## src/rtl/acc_cpu_pkg.sv

```systemverilog
`default_nettype none
// +----------------------------------------------------------------------+
// | acc_cpu_pkg : opcodes, state encoding and width defaults for acc_cpu |
// | Revision    : 1.0                                                    |
// +----------------------------------------------------------------------+
package acc_cpu_pkg;

  localparam int DEF_ADDR_W = 5;
  localparam int DEF_DATA_W = 8;
  localparam int DEF_OPC_W  = 3;

  localparam logic [DEF_OPC_W-1:0] OP_HLT = 3'b000;
  localparam logic [DEF_OPC_W-1:0] OP_SKZ = 3'b001;
  localparam logic [DEF_OPC_W-1:0] OP_ADD = 3'b010;
  localparam logic [DEF_OPC_W-1:0] OP_LDA = 3'b011;
  localparam logic [DEF_OPC_W-1:0] OP_STO = 3'b100;
  localparam logic [DEF_OPC_W-1:0] OP_JMP = 3'b101;
  localparam logic [DEF_OPC_W-1:0] OP_NOP = 3'b110;
  localparam logic [DEF_OPC_W-1:0] OP_RSV = 3'b111;

  typedef enum logic [2:0] {
    ST_IDLE   = 3'd0,
    ST_FETCH  = 3'd1,
    ST_LDIR   = 3'd2,
    ST_DECODE = 3'd3,
    ST_EXEC   = 3'd4,
    ST_STORE  = 3'd5,
    ST_HALT   = 3'd6
  } state_t;

endpackage
`default_nettype wire

```

## src/rtl/acc_cpu_pc.sv

```systemverilog
`default_nettype none
// +----------------------------------------------------------------------+
// | acc_cpu_pc : program counter, sync load / wrapping increment         |
// | Revision   : 1.0                                                     |
// +----------------------------------------------------------------------+
module acc_cpu_pc #(
  parameter int ADDR_W = 5
) (
  input  logic              clk,
  input  logic              rst_n,
  input  logic              i_inc,
  input  logic              i_load,
  input  logic [ADDR_W-1:0] i_load_val,
  output logic [ADDR_W-1:0] o_pc
);

  logic [ADDR_W-1:0] r_pc;

  always_ff @(posedge clk or negedge rst_n) begin
    if (!rst_n)
      r_pc <= '0;
    else if (i_load)
      r_pc <= i_load_val;
    else if (i_inc)
      r_pc <= r_pc + ADDR_W'(1);
  end

  assign o_pc = r_pc;

endmodule
`default_nettype wire

```

## src/rtl/acc_cpu_ctrl.sv

```systemverilog
`default_nettype none
// +----------------------------------------------------------------------+
// | acc_cpu_ctrl : fetch/decode/execute sequencer of the accumulator CPU |
// | Revision     : 1.0                                                   |
// +----------------------------------------------------------------------+
module acc_cpu_ctrl
  import acc_cpu_pkg::*;
#(
  parameter int ADDR_W = DEF_ADDR_W,
  parameter int DATA_W = DEF_DATA_W,
  parameter int OPC_W  = DEF_OPC_W
) (
  input  logic              clk,
  input  logic              rst_n,
  input  logic              start,
  input  logic [DATA_W-1:0] mem_rdata,
  input  logic              acc_zero,
  output logic [ADDR_W-1:0] mem_addr,
  output logic              mem_rd,
  output logic              mem_wr,
  output logic              acc_oe,
  output logic              alu_pass,
  output logic              alu_add,
  output logic              ld_acc,
  output logic              halted,
  output logic              busy,
  output logic [ADDR_W-1:0] pc_o
);

  state_t            r_state;
  state_t            w_next;
  logic [DATA_W-1:0] r_ir;
  logic [ADDR_W-1:0] r_addr_hold;
  logic [ADDR_W-1:0] w_addr;
  logic [ADDR_W-1:0] w_pc;
  logic              w_pc_inc;
  logic              w_pc_ld;
  logic [OPC_W-1:0]  w_opc;
  logic [ADDR_W-1:0] w_opd;

  assign w_opc = r_ir[DATA_W-1 -: OPC_W];
  assign w_opd = r_ir[ADDR_W-1:0];

  acc_cpu_pc #(.ADDR_W(ADDR_W)) u_pc (
    .clk        (clk),
    .rst_n      (rst_n),
    .i_inc      (w_pc_inc),
    .i_load     (w_pc_ld),
    .i_load_val (w_opd),
    .o_pc       (w_pc)
  );

  always_ff @(posedge clk or negedge rst_n) begin
    if (!rst_n) begin
      r_state     <= ST_IDLE;
      r_ir        <= '0;
      r_addr_hold <= '0;
    end else begin
      r_state     <= w_next;
      r_addr_hold <= w_addr;
      if (r_state == ST_LDIR)
        r_ir <= mem_rdata;
    end
  end

  // acc_zero only steers the PC update; every output depends on registers alone
  always_comb begin
    w_next   = r_state;
    w_pc_inc = 1'b0;
    w_pc_ld  = 1'b0;
    w_addr   = r_addr_hold;
    mem_rd   = 1'b0;
    mem_wr   = 1'b0;
    acc_oe   = 1'b0;
    alu_pass = 1'b0;
    alu_add  = 1'b0;
    ld_acc   = 1'b0;
    case (r_state)
      ST_IDLE: if (start) w_next = ST_FETCH;
      ST_FETCH: begin
        w_addr = w_pc;
        mem_rd = 1'b1;
        w_next = ST_LDIR;
      end
      ST_LDIR: begin
        w_pc_inc = 1'b1;
        w_next   = ST_DECODE;
      end
      ST_DECODE: begin
        w_next = ST_FETCH;
        case (w_opc)
          OPC_W'(OP_HLT): w_next = ST_HALT;
          OPC_W'(OP_SKZ): w_pc_inc = acc_zero;
          OPC_W'(OP_JMP): w_pc_ld = 1'b1;
          OPC_W'(OP_LDA), OPC_W'(OP_ADD): begin
            w_addr = w_opd;
            mem_rd = 1'b1;
            w_next = ST_EXEC;
          end
          OPC_W'(OP_STO): w_next = ST_STORE;
          default: w_next = ST_FETCH;
        endcase
      end
      ST_EXEC: begin
        alu_pass = (w_opc == OPC_W'(OP_LDA));
        alu_add  = (w_opc == OPC_W'(OP_ADD));
        ld_acc   = 1'b1;
        w_next   = ST_FETCH;
      end
      ST_STORE: begin
        w_addr = w_opd;
        mem_wr = 1'b1;
        acc_oe = 1'b1;
        w_next = ST_FETCH;
      end
      ST_HALT: if (start) w_next = ST_FETCH;
      default: w_next = ST_IDLE;
    endcase
  end

  assign mem_addr = w_addr;
  assign halted   = (r_state == ST_HALT);
  assign busy     = (r_state != ST_IDLE) && (r_state != ST_HALT);
  assign pc_o     = w_pc;

endmodule
`default_nettype wire

```

## config.mk

```make
export PLATFORM = sky130hd
export DESIGN_NAME = acc_cpu_ctrl
export DESIGN_NICKNAME = d
export VERILOG_FILES = /design/src/rtl/acc_cpu_pkg.sv /design/src/rtl/acc_cpu_pc.sv /design/src/rtl/acc_cpu_ctrl.sv
export SDC_FILE = /design/constraint.sdc
export NUM_CORES = 1
export LEC_CHECK = 0
export ABC_AREA = 0
export CAP_MARGIN = 20
export CORE_UTILIZATION = 47
export DETAILED_ROUTE_END_ITERATION = 12
export PLACE_DENSITY_LB_ADDON = 0.3
export SETUP_SLACK_MARGIN = 0.05
export SLEW_MARGIN = 10
export SYNTH_ARGS = -nofsm -noshare
export SYNTH_HDL_FRONTEND = slang
export SYNTH_HIERARCHICAL = 1
export SYNTH_SLANG_ARGS = --single-unit
```

## constraint.sdc

```tcl
create_clock -name clk -period 2.45 [get_ports clk]
set_input_delay 0.49 -clock clk [delete_from_list [all_inputs] [get_ports clk]]
set_output_delay 0.49 -clock clk [all_outputs]
set_load 0.02 [all_outputs]
```

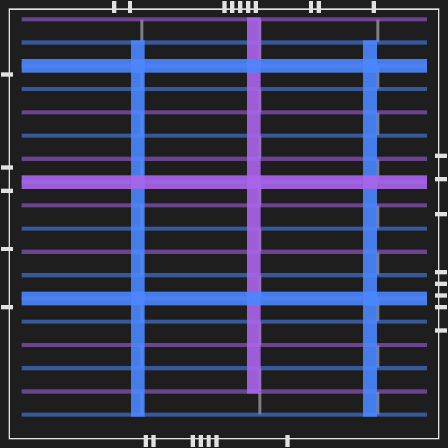
Run 1: power grid
Pins as bars on the die edge. Tap cells in gray.
color	net
purple	VDD
blue	VSS
met4 straps	3
met1 rails	18
tap cells	28
signal pins	30

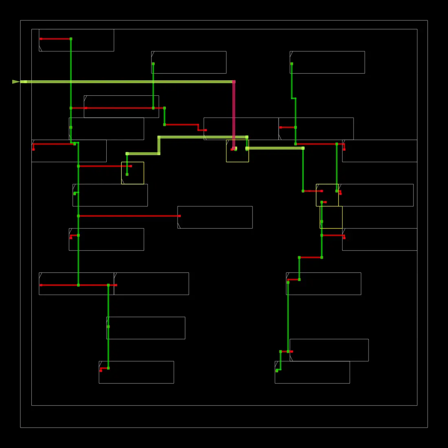
Run 1: clock routing
Clock Power: 171 µW
seq_cells: 21
Clock Skew: 0.0102 ns

==> summary.txt, run 1 <==
flow finished, numbers: status=finished clean, Die Footprint=2500 µm², crit-path cells=nand2b_1 -> buf_4 -> nand3_1 -> clkdlybuf4s50_1, internal power=1.18 mW, CTS Buf Count=3, drt drc=0, initial antenna violation count=0, row cnt=17, reg2reg setup slack=roughly 0.75 ns, fp util=49.5%, WP data arrival=about 1.8 ns, Worst setup SP type=register, Post-synth seq share=48.4%, Clk network pwr share=8.2%, Antenna Cells=0, Synth Area per Inst=between 10 and 15 µm², layout cells sized above 1=25.2%, DR vias=888, CP Buf/Inv Count=2, placer congestion estimate=0.805, sw frac=43.3%, RSZ-0062 raised after global routing=no, Post-synth top cells=dfrtp_1, mux2_2, nand2_1, nor2_1, mux2i_1, YS warnings=6, vias in the first global route=837, switching power=905 µW, routed len/inst=13.8 µm, area share, top type=48.4%, largest net degree at the start of global routing=22, final max-slew violation count=0, tool warning count=27, # Cells Yosys=between 90 and 100, Sequential Power Share=34.4%, layout overhead on the synthesized area=35.1%, Tmin final=2.31 ns, fraction of registers with async set/reset=100%, DP HPWL=1650 µm, post-synth top area cell=dfrtp_1, most numerous cell in the Yosys netlist=dfrtp_1, Worst Setup End Kind=output port, post-route ant nets=0, Final Hold Violating Endpoints=0, yosys stat area=1080 µm², fin crit share=94.4%, Flops after synth=21, total gr overflow=0, input/output buffers=29, Cell area leaders=dfrtp_1, mux2_2, mux2i_1, a221o_1, nand2_1, I/O Pins=30, H-tree depth=1, CTS Root Cell=clkbuf_4, Final Setup Violations=0, Crit path largest cell delay=0.60 ns, Synthesized Nets=110, GRT Overall Usage=20.9%, Worst path top cell family by delay=buffers and inverters, Core ar.=around 2200 µm², Slew HR=75.0%, Routed WL=2250 µm, Max FO, Critical Path=8, chip width=roughly 50 µm, Vias/cell=5.45, Leakage Power=0.625 nW, maximum vdd drop=0.000859 V, Die H=about 50 µm, unique cell type count in the Yosys netlist=37, Fin Setup TNS=0 ns, clk slew on worst S/H paths=0.12 ns, PwrDens=between 1000 and 1500 nW/µm², Tightest Hold Check Type=in2async, global-route wire length before repair=between 3000 and 4000 µm, Required @ worst endpoint=1.96 ns, CTS tree=yes, Syn Inst Count=between 90 and 100, Clock Tree Buf Depth=2, CTS Hold Bufs=0, Post-synth EDFFs=0, Least-Margin Pin Slew=0.366 ns, max-cap viol count=0, Worst-Skew Late Latency=0.31 ns, First-pass DRT Iterations=4, Max Clk Rate=0.432 GHz, Comb pwr share=a little under three fifths, ys flop type=dfrtp_1, drt initial violations=22, Clock Sinks=21, Nets=149, Netlist Area Pre-Place=1080 µm², kind of critical path=reg2out
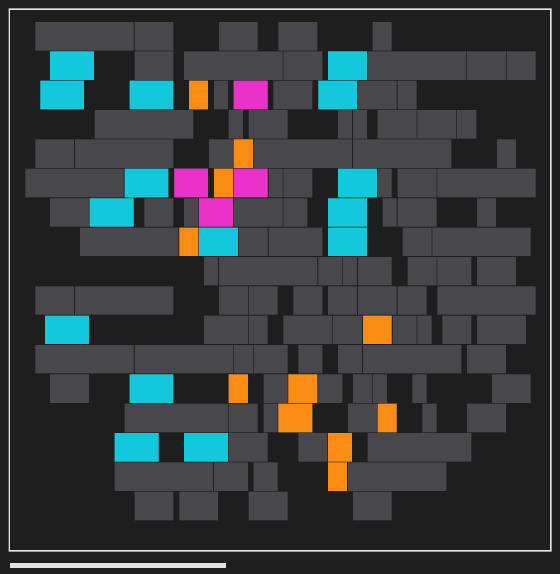
Run 1: gate-type map
The bar under the picture is 20 µm long.
color	family	cells
magenta	XOR/XNOR gates	4
cyan	multiplexers	15
orange	inverting AOI/OAI gates	11

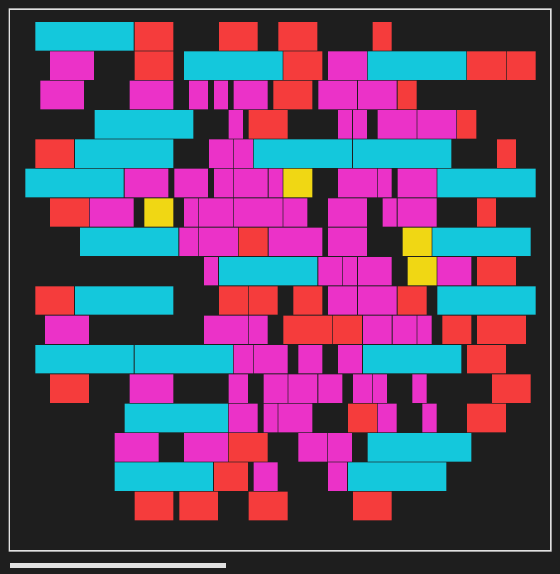
Run 1: cell classes on the final placement
The bar under the picture is 20 µm long.
color	class	cells
yellow	clock drivers and dummy loads	4
magenta	combinational and other logic	72
cyan	flops	21
red	other buffers and delay cells	38

==> run 1: cells by family after synthesis <==
| kind of cell | synth area share (%) |
|---|---|
| buffers and inverters | 2.54 |
| AOI/OAI and AO/OA | 12.1 |
| xor gates and xnor gates | 3.23 |
| adders and majority gates | 1.15 |
| and+or+nand+nor | 17.6 |
| DFF | 48.4 |
| muxes | 14.9 |
==> run 1: path summary, 6_finish.rpt <==
check	start	depth (start not counted)	end
worst max-delay path	r_state[2]	4	busy
worst min-delay path	rst_n	2	u_pc/o_pc[2]
worst max register to register	r_ir[6]	7	u_pc/o_pc[4]
worst min register to register	r_addr_hold[4]	1	r_addr_hold[4]
max in group asynchronous	rst_n	2	r_state[1]
min in group clk	r_addr_hold[4]	1	r_addr_hold[4]
==> run 1: registers in the layout, summed over array words and instances, names as in the netlist <==
signal,flops
r_addr_hold,5
r_ir,8
r_state,3
u_pc/o_pc,5
==> run 1: final cells by class <==
cell class / count / area [µm²]
repair buffers: 38 / 337
clock buffers: 3 / 22.5
multi-input cells: 71 / 532
well taps: 28 / 35.0
inverters: 1 / 3.75
clock inverters: 1 / 7.51
flip-flops and latches: 21 / 528
fillers: 166 / 726
==> run 1: per-stage QoR <==
| step | hold WS (ns) | instances | utilization, % | instance area [µm²] | worst slack [ns] |
|---|---|---|---|---|---|
| after floorplan | 0.194 | 97 | - | 1080 | 0.459 |
| after global placement | 0.502 | 157 | 65.7 | 1440 | 0.165 |
| after detailed placement | 0.497 | 157 | 65.7 | 1440 | 0.103 |
| after CTS | 0.501 | 162 | 67.1 | 1470 | 0.0341 |
| after global routing | 0.499 | 163 | 66.9 | 1470 | 0.0630 |
| final | 0.502 | 163 | 66.9 | 1470 | 0.137 |
==> run 1: metal layers <==
layer  vias up  track usage (%)  wire length (µm)
met5         -                0                 0
met2        22             34.2              1110
met4         0             2.86                 8
met1       430             27.3              1030
li1        434                -                 -
met3         2             6.48               103
==> run 1: power by group through the flow <==
stage               clock network [mW]  logic, mW  registers (mW)
finish                           0.171       1.20           0.719
global route                     0.192       1.31           0.746
CTS                              0.178       1.21           0.715
detailed placement                   0       1.24           0.726
global placement                     0       1.21           0.715
floorplan                            0      0.757           0.717
==> run 1: worst reg2reg max path, delay by kind of cell, from the launching register on <==
kind	cells	cell delay (ns)
and+or+nand+nor	3	0.48
AOI/OAI and AO/OA	2	0.34
DFF	1	0.47
buffers and inverters	1	0.18
xor gates and xnor gates	1	0.17
==> run 1: cells in the final DEF, fill, tap and decap left out, types with 3 or more instances in the layout <==
master,n
clkdlybuf4s50_1,21
nand2_1,7
o21ai_0,5
mux2_2,9
a221o_1,5
mux2i_1,6
nor2_1,7
clkbuf_2,5
clkbuf_4,3
buf_4,9
dfrtp_1,19
==> run 1: timing repair <==
| item | in CTS | in global routing |
|---|---|---|
| buffers inserted | 1 | 1 |
| setup endpoints to repair | 7 | 7 |
| gates resized | 7 | 13 |
Run 1, clock network drawn from the DEF:
The bar under the picture is 20 µm long.
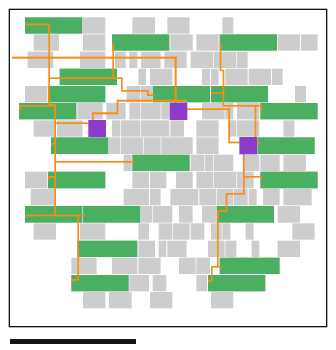

==> inputs of run 2 (changes only) <==
--- a/config.mk
+++ b/config.mk
@@ -5,10 +5,11 @@
 export SDC_FILE = /design/constraint.sdc
 export NUM_CORES = 1
 export LEC_CHECK = 0
-export ABC_AREA = 0
+export ABC_AREA = 1
 export CAP_MARGIN = 20
 export CORE_UTILIZATION = 47
 export DETAILED_ROUTE_END_ITERATION = 12
+export HOLD_SLACK_MARGIN = 0.06
 export PLACE_DENSITY_LB_ADDON = 0.3
 export SETUP_SLACK_MARGIN = 0.05
 export SLEW_MARGIN = 10
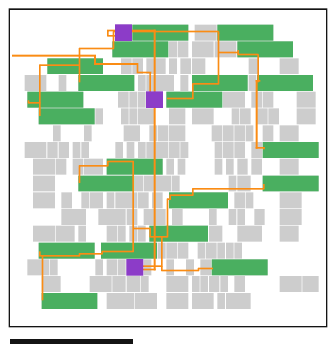
Run 2: clock network drawn from the DEF
The bar under the picture is 20 µm long.
[green] flip-flops | count: 21
[purple] clock drivers | count: 3
[orange] clock wires | length: 273 µm
flops lie	spread over the die
routed clock nets	4

==> run 2 against run 1 <==
Net effect:
- die size rose by 5.0%
- non-clock buffer count fell by 7
- setup slack got worse by 0.024 ns
- largest cell class is now registers
- largest power group unchanged
- highest routed layer unchanged
==> summary.txt, run 2 <==
flow finished, numbers: kind of critical path=reg2out (unchanged), sw frac=50.6% (was 43.3%), xor+xnor area frac=0.768% (was 3.23%), layout cells sized above 1=12.6% (was 25.2%), YS warnings=6 (unchanged), Leakage Power=0.755 nW (was 0.625 nW), adder share=1.10% (was 1.15%), Crit path largest cell delay=0.59 ns (was 0.60 ns), Post-synth top cells=nand2_1, nand3_1, dfrtp_1, inv_1 (was dfrtp_1, mux2_2, nand2_1, nor2_1, mux2i_1), Cell area leaders=dfrtp_1, nand3_1, nand2_1, inv_1, o21ai_0 (was dfrtp_1, mux2_2, mux2i_1, a221o_1, nand2_1), PwrDens=1390 nW/µm² (was 1430 nW/µm²), RSZ-0062 raised after global routing=no (unchanged), yosys simple share=33.2% (was 17.6%), initial antenna violation count=0 (unchanged), max-cap viol count=0 (unchanged), Least-Margin Pin Slew=0.301 ns (was 0.366 ns), Nets=189 (was 149), Tightest Hold Check Type=in2async (unchanged), Slew HR=79.7% (was 75.0%), placer congestion estimate=0.850 (was 0.805), design area=1480 µm² (was 1470 µm²), ys flop type=dfrtp_1 (unchanged), Syn Inst Count=143 (was 97), post-synth top area cell=dfrtp_1 (unchanged), vias in the first global route=1,049 (was 837), maximum vdd drop=0.000744 V (was 0.000859 V), Reg-to-Reg Start=r_state[0] (was r_ir[6]), Vias/cell=5.40 (was 5.45), final max-slew violation count=0 (unchanged), H-tree depth=1 (unchanged), area share, top type=46.1% (was 48.4%), Placement Cell Area=1450 µm² (was 1440 µm²), most numerous cell in the Yosys netlist=nand2_1 (was dfrtp_1), internal power=1.02 mW (was 1.18 mW), fin crit share=95.4% (was 94.4%), Post-synth seq share=46.1% (was 48.4%), Post-synth EDFFs=0 (unchanged), max reg flops=8 (unchanged), layout overhead on the synthesized area=29.5% (was 35.1%), yosys stat area=1140 µm² (was 1080 µm²), Commonest Layout Cell=nand2_1 (was clkdlybuf4s50_1), dpl ws=0.301 ns (was 0.103 ns), CP startpoint=r_state[2] (unchanged), fraction of registers with async set/reset=100% (unchanged), Max Clk Rate=0.428 GHz (was 0.432 GHz), switching power=1.04 mW (was 905 µW), Final Hold Violating Endpoints=0 (unchanged), Flops after synth=21 (unchanged), Die Footprint=2630 µm² (was 2500 µm²), unique cell type count in the Yosys netlist=24 (was 37), Clock Sinks=21 (unchanged), Top reg by flops=r_ir (unchanged), status=finished clean (unchanged), hold slack final=0.487 ns (was 0.502 ns), Max FO, Critical Path=8 (unchanged), First-pass DRT Iterations=4 (unchanged), Synthesized Nets=156 (was 110), Required @ worst endpoint=1.96 ns (about the same), Routed WL=2710 µm (was 2250 µm), Netlist Area Pre-Place=1140 µm² (was 1080 µm²), Fin Setup TNS=0 ns (unchanged), total gr overflow=0 (unchanged), Comb pwr share=57.4% (about the same), largest net degree at the start of global routing=22 (unchanged), CTS Root Cell=clkbuf_4 (unchanged), post-route ant nets=0 (unchanged), aoi share=9.76% (was 12.1%), WP data arrival=1.85 ns (was 1.82 ns), Worst Setup End Kind=output port (unchanged), routed len/inst=13.3 µm (was 13.8 µm), drt drc=0 (unchanged), GRT Overall Usage=23.9% (was 20.9%), Clk network pwr share=8.5% (was 8.2%), Clock Tree Buf Depth=2 (unchanged), Setup WS post-layout=0.113 ns (was 0.137 ns), row cnt=17 (unchanged), Worst-Skew Late Latency=0.32 ns (was 0.31 ns), Mux area share=0% (was 14.9%), global-route wire length before repair=4600 µm (was 3930 µm), # Cells Yosys=143 (was 97), chip width=51.3 µm (was 50.0 µm), fp util=50.6% (was 49.5%), Sequential Power Share=34.1% (was 34.4%), I/O Pins=30 (unchanged), Worst setup SP type=register (unchanged), drt initial violations=36 (was 22), input/output buffers=29 (unchanged), clk slew on worst S/H paths=0.12 ns (about the same), Die H=51.3 µm (was 50.0 µm), CTS tree=yes (unchanged)
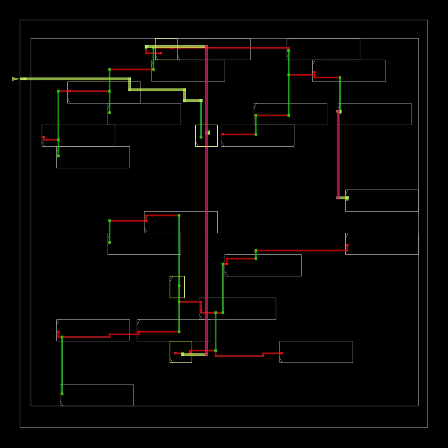
Run 2: clock routing
Clock Skew: 0.00913 ns
Clock Power: 176 µW
CTS Buf Count: 3

run 2: stage by stage:
| stage | utilization, % | instances |
|---|---|---|
| floorplan | - | 143 |
| global placement | 64.2 | 199 |
| detailed placement | 64.2 | 199 |
| CTS | 65.3 | 203 |
| global route | 65.5 | 203 |
| finish | 65.5 | 203 |
run 2: final timing paths:
kind                                  endpoint  slack, ns  depth (start not counted)
worst min register to register         r_ir[1]       0.54                          2
min in group clk                       r_ir[1]       0.54                          2
max in group asynchronous           r_state[1]       1.74                          2
worst max register to register    u_pc/o_pc[2]       0.82                          8
worst min-delay path            r_addr_hold[2]       0.49                          2
worst max-delay path                      busy       0.11                          4
run 2: power groups by stage:
| stage | combinational (mW) | sequential (mW) | clock, mW |
|---|---|---|---|
| global route | 1.33 | 0.720 | 0.189 |
| global placement | 1.19 | 0.689 | 0 |
| detailed placement | 1.23 | 0.698 | 0 |
| finish | 1.18 | 0.701 | 0.176 |
| CTS | 1.18 | 0.694 | 0.180 |
| floorplan | 0.827 | 0.674 | 0 |
run 2: cells by family (layout without fill, tap and decap cells):
family	after synthesis	after routing
buffers and inverters	21	53
flip-flops	21	21
AND-OR/OR-AND	18	18
adder cells (fa/ha/maj)	1	1
AND/OR/NAND/NOR	81	81
XOR/XNOR	1	1
run 2: critical path: cells and delay by family, from the launching register on:
family                 cells  cell delay (ns)
AND/OR/NAND/NOR            1             0.09
buffers and inverters      2             0.77
AND-OR/OR-AND              1             0.17
flip-flops                 1             0.50
run 2: repair_timing:
action | 4_1_cts | 5_1_grt
hold buffers | 0 | 0
setup endpoints to repair | 8 | 3
resized | 9 | 3
run 2: final cells by class:
| class | count | area, µm² |
|---|---|---|
| sequential | 21 | 528 |
| timing repair buffer | 31 | 303 |
| inverter | 18 | 70.1 |
| clock buffer | 3 | 22.5 |
| multi-input combinational | 101 | 514 |
| clock inverter | 1 | 5.00 |
| fill | 203 | 777 |
| tap | 28 | 35.0 |
run 2: metal layers:
metal	track usage, %	part of all wire (%)	vias to the layer above
li1	-	-	538
met1	30.6	42	511
met2	39.3	50	43
met3	4.46	6.7	5
met4	10.4	1.8	0
met5	0	0	-
Power and IR drop assume default switching activity.
